run_1/pinout.png
Pins as bars across the die edge, other pins in gray.
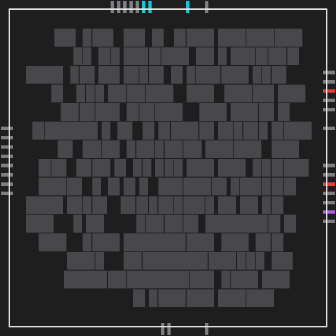
run_1/gates.png
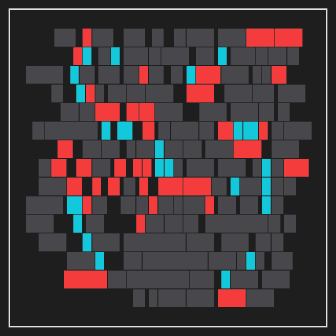
run_1/clock_nets.png
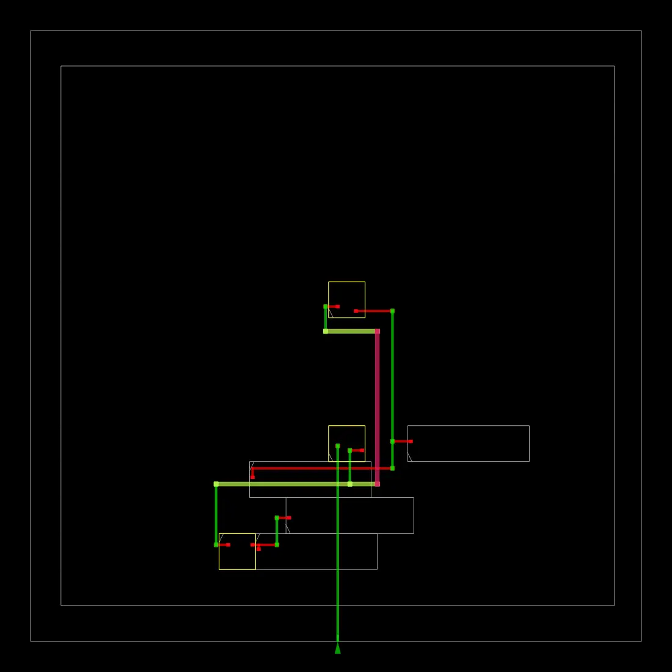
Design rv_mc_ctrl, sky130hd; sources not shown.
==> impl_metrics.yaml, run 1 <==
# generated from flow reports
job:
  log.warning_count: 29
  max-cap-violations: 0
setup_path:
  slowest_stage: "dfrtp_1"
  worstPathRequired_ps: 1260
  r2r_slack_ps: 80
  cp_cell_sequence: "buf_6, nor2_4, inv_2, nor2_4, buf_6, a21oi_2, nor2_1, buf_2"
cts:
  htree_levels: 1
  hold_buffers: 0
timing:
  rsz0062_at_grt: "true"
  fin_crit_ps: 1540
  slew_viol_final: 0
  fin_ws_ps: -144
  final-setup-viol-count: 12
  finalCritPeriodShare_pct: 110
  finalClockSkew_ps: 11.3
hold_path:
  hold_path.class: "primary input to async pin"
die:
  fp_util_pct: 31.3
  row_count: 15
power_and_ir_drop:
  seq_power_share_pct: 14.5
  p_int_mw: 0.560
  power_density_nw_per_um2: 735
place:
  place_congestion: 0.836
  dp_hpwl_um: 1260
synth:
  muxShareOfSynthArea_pct: 0
  simple_gate_share_pct: 52.5
  compound_area_share_pct: 11.2
  yosys.area_share.xor_xnor_pct: 0
  logic_family: "simple AND/OR/NAND/NOR gates"
global_routing:
  grt_pass1_wl_um: 3750
  grt_use_total_pct: 24.2
  grt_max_degree: 9
status:
  violations: "negative setup slack"
  run_status: "finished with violations"
route:
  wl_um: 2490
  via_per_inst: 4.93
layout:
  largest_reg_flops: 4
## Picture notes: pinout.png
| port | color | pins | direction | edge |
|---|---|---|---|---|
| alu_ctrl | cyan | 3 | output | top |
| result_src | red | 2 | output | right |
| reg_write | purple | 1 | output | right |
die height: 46.2 um
Die X: 46.2 um
PortBufs: 32

## Picture notes: gates.png
| family | color | cells |
|---|---|---|
| inv cells | cyan | 23 |
| nand cells | red | 35 |
non-filler cells, final: 193
Commonest Layout Cell: buf_6
Comb area share: 39.3%

## Picture notes: clock_nets.png
CTS buffer count: 3
CLK BUF: 3
Flop Count: 4
Late-Pin Clk Latency: 250 ps

## run 1: logic make-up after synthesis
| group | count (synthesis) |
|---|---|
| and+or+nand+nor | 64 |
| buffers and inverters | 24 |
| DFF | 4 |
| AOI/OAI and AO/OA | 10 |
## run 1: synth_stat cells
master	count	area share, %
nand2_2	3	3.5
o22ai_1	1	1.2
buf_4	1	1.4
o21ai_0	3	2.8
nor4_1	1	1.2
o31ai_1	1	1.4
nand4_1	3	3.5
nand2_1	20	14
nor2_2	1	1.2
o21ai_1	1	0.94
o211ai_1	1	1.4
a32oi_1	1	1.6
inv_1	21	15
dfrtp_1	4	19
a21oi_1	2	1.9
nor2_4	1	2.1
nor3_1	1	0.94
nand3_1	9	8.4
nor2_1	25	18
inv_2	2	1.4
## run 1: per-layer routing
layer	GRT usage [%]	share of wire [%]	routed length, um	vias to the layer above
li1	-	-	-	457
met1	26.4	37	924	452
met2	46.7	56	1400	34
met3	1.96	4.0	100	8
met4	10.3	2.5	63	0
met5	0	0	0	-
## run 1: timing repair
action	CTS	global route
setup buffers	29	2
gates resized	165	17
setup endpoints to repair	23	23
pin swaps	26	9
## run 1: metrics by stage
stage	setup WS (ps)	setup TNS (ps)	power [mW]	std cells	instance area [sq um]
after global routing	-190	-1360	1.01	193	1310
after floorplan	358	0	0.383	102	562
after global placement	-558	-3770	0.635	159	913
after detailed placement	-561	-3870	0.637	159	913
final	-144	-580	0.959	193	1310
after CTS	-141	-305	0.882	191	1220
## run 1: power groups by stage
stage               Combinational (mW)  Sequential, mW  Clock [mW]
floorplan                        0.246           0.137           0
global placement                 0.497           0.138           0
detailed placement               0.500           0.138           0
CTS                              0.593           0.139       0.150
global route                     0.709           0.140       0.157
finish                           0.669           0.139       0.151
## run 1: worst max-delay path, delay by kind of cell (launching register included)
kind,cells,cell delay [ps]
flops,1,390
simple gates,3,330
compound gates,1,40
buf+inv,4,410
## run 1: cell type report
type | count | area (sq um)
well taps | 25 | 31.3
repair buffers | 63 | 532
plain buffers | 1 | 11.3
inverters | 23 | 93.8
multi-input cells | 74 | 513
clock buffers | 3 | 22.5
fillers | 126 | 403
flip-flops and latches | 4 | 101
==> run 2, diff against run 1 <==
--- a/config.mk
+++ b/config.mk
@@ -7,12 +7,13 @@
 export LEC_CHECK = 0
 export ABC_AREA = 1
 export CAP_MARGIN = 25
-export CORE_MARGIN = 2
+export CORE_MARGIN = 4
 export CORE_UTILIZATION = 30
+export CTS_BUF_LIST = sky130_fd_sc_hd__clkbuf_4
 export CTS_CLUSTER_DIAMETER = 150
 export DETAILED_ROUTE_END_ITERATION = 6
 export GPL_TIMING_DRIVEN = 0
-export PLACE_DENSITY = 0.67
+export PLACE_DENSITY = 0.73
 export SETUP_SLACK_MARGIN = 0.5
 export SLEW_MARGIN = 40
 export SYNTH_ARGS = -nofsm -noshare
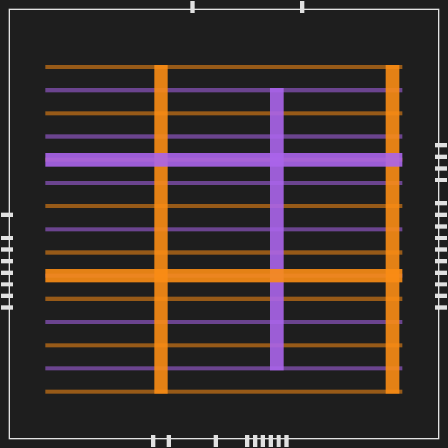
run_2/floorplan.png
Pins as bars on the die edge.
| net | color |
|---|---|
| VSS | orange |
| VDD | purple |
signal pins: 33
met4 straps: 3
rows: 14
met5 straps: 2
met1 rails: 15
Die X: 50.2 um
Peak VDD IR: 0.834 mV
die height: 50.2 um

==> run 2 against run 1 <==
The run still ends with negative setup slack left; fmax rose by 1.8%; core utilization rose by 6.2 points; via count fell by 2.3%; design area rose by 0.86%; critical endpoint unchanged.
==> impl_metrics.yaml, run 2 <==
# generated from flow reports
synth:
  synth.distinct_cells: 20
  ys.flop_type: "dfrtp_1"
  yosys-top-cells-area: "dfrtp_1 (19%), nor2_1 (18%), inv_1 (15%), nand2_1 (14%), nand3_1 (8.4%)"
  compound_area_share_pct: 11.2
  muxShareOfSynthArea_pct: 0
  edf_count: 0
  largest_area_cell: "dfrtp_1"
  netlist_instances: 102
  most_common_cell: "nor2_1"
  ys_cells: 102
  top_cell_area_share_pct: 18.7
  simple_gate_share_pct: 52.5
  logic_family: "simple AND/OR/NAND/NOR gates"
  ys_seq_share_pct: 18.7
  common_cells: "nor2_1 (25), inv_1 (21), nand2_1 (20)"
  async_flop_share_pct: 100
  yosys.area_share.xor_xnor_pct: 0
  syn_area_per_cell_sq_um: 5.24
timing:
  fin_ws_ps: -116
  final-setup-viol-count: 15
  slew_viol_final: 0
  relSlewSlack_pct: 80.9
  fin_crit_ps: 1520
  fmax_mhz: 660
  finalHoldViolCount: 0
  rsz0062_at_grt: "true"
  finalCritPeriodShare_pct: 108
cts:
  clk_pin_slew_ps: 40
  htree_levels: 1
  cts_max_path_buffers: 2
  hold_buffers: 0
  cts_buffers: 3
power_and_ir_drop:
  power_density_nw_per_um2: 749
  p_leak_nw: 0.684
die:
  fp_util_pct: 33.5
  row_count: 14
  io_pins: 33
  core_area_sq_um: 1590
layout:
  area_delta_synth_final_pct: 146
  logic_area_sq_um: 538
  final_util_pct: 82.6
  regArea_sq_um: 101
  nFillCells: 89
  largest_reg_flops: 4
  final_cell_mix: "buf_6 (19), buf_2 (16), nand2_1 (14)"
  mostFrequentLayoutCell: "buf_6"
status:
  violations: "negative setup slack"
  run_status: "finished with violations"
global_routing:
  grt_use_total_pct: 19.3
  grt_pass1_wl_um: 3800
  grt_max_degree: 8
route:
  drtPass1Iterations: 4
  vias: 929
  drtIter0Drc: 16
  via_per_inst: 4.99
  wl_um: 2810
  drc: 0
setup_path:
  path_depth: 7
  cp_cell_sequence: "buf_6, nor2_2, nand2_4, nand2_2, a21oi_2, nor2_1, buf_2"
  crit_family: "flip-flops"
  crit_buf_inv: 2
  worstPathRequired_ps: 1260
  r2r_slack_ps: 60
  slowest_stage: "dfrtp_2"
  crit_path_start_kind: "flip-flop"
hold_path:
  hold_path.class: "primary input to async pin"
place:
  dp_hpwl_um: 1310
  place_congestion: 0.866
  pre_cts_slack_ps: -556
  port_buffers: 32
job:
  max-cap-violations: 0
  log.warning_count: 29
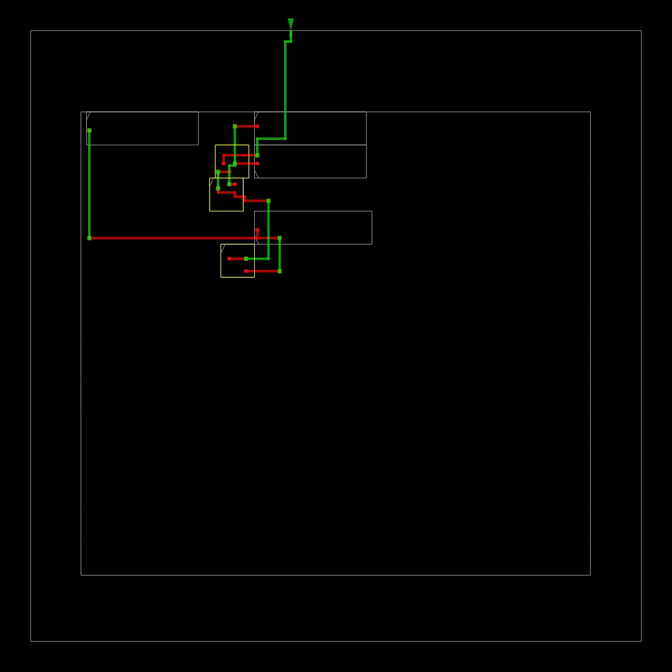
run_2/clock_nets.png
CTS Sinks: 4
Layout Skew: 9.28 ps
clk pwr: 0.144 mW
Late-Pin Clk Latency: 230 ps

==> run 2: area by class of cell <==
class                      instances  area share [%]
multi-input combinational         74            40.9
inverter                          23            8.46
sequential                         4            7.70
tap                               24            2.28
buffer                             1           0.856
clock buffer                       3            1.71
timing repair buffer              57            38.1
==> run 2: report_power, final <==
group,internal [mW],total (mW),switching (mW)
registers,0.132,0.141,0.00952
logic,0.344,0.700,0.357
clock network,0.0960,0.144,0.0481
total,0.571,0.985,0.414
==> run 2: cells by family after synthesis <==
kind of cell,Yosys count
flops,4
compound gates,10
buf+inv,24
simple gates,64
==> run 2: through the flow <==
stage	setup TNS (ps)	area (sq um)	power [mW]	std cells	hold slack, ps
after floorplan	0	562	0.383	102	-156
after global placement	-3680	912	0.637	158	368
after detailed placement	-3870	912	0.638	158	372
after CTS	-250	1130	0.882	182	118
after global routing	-2010	1320	1.04	186	142
final	-688	1320	0.985	186	124
==> run 2: layer usage <==
layer | up-vias | routed length, um | GRT usage (%)
li1 | 443 | - | -
met1 | 417 | 982 | 18.7
met2 | 56 | 1560 | 38.7
met3 | 13 | 166 | 4.14
met4 | 0 | 99 | 7.83
met5 | - | 0 | 0
==> run 2: what timing repair did <==
action | 4_1_cts | 5_1_grt
pin swaps | 25 | 16
setup buffers | 21 | 4
endpoints found under the setup margin | 23 | 23
resized | 154 | 39
No activity file was given, so power comes from the tool's default toggle rates.
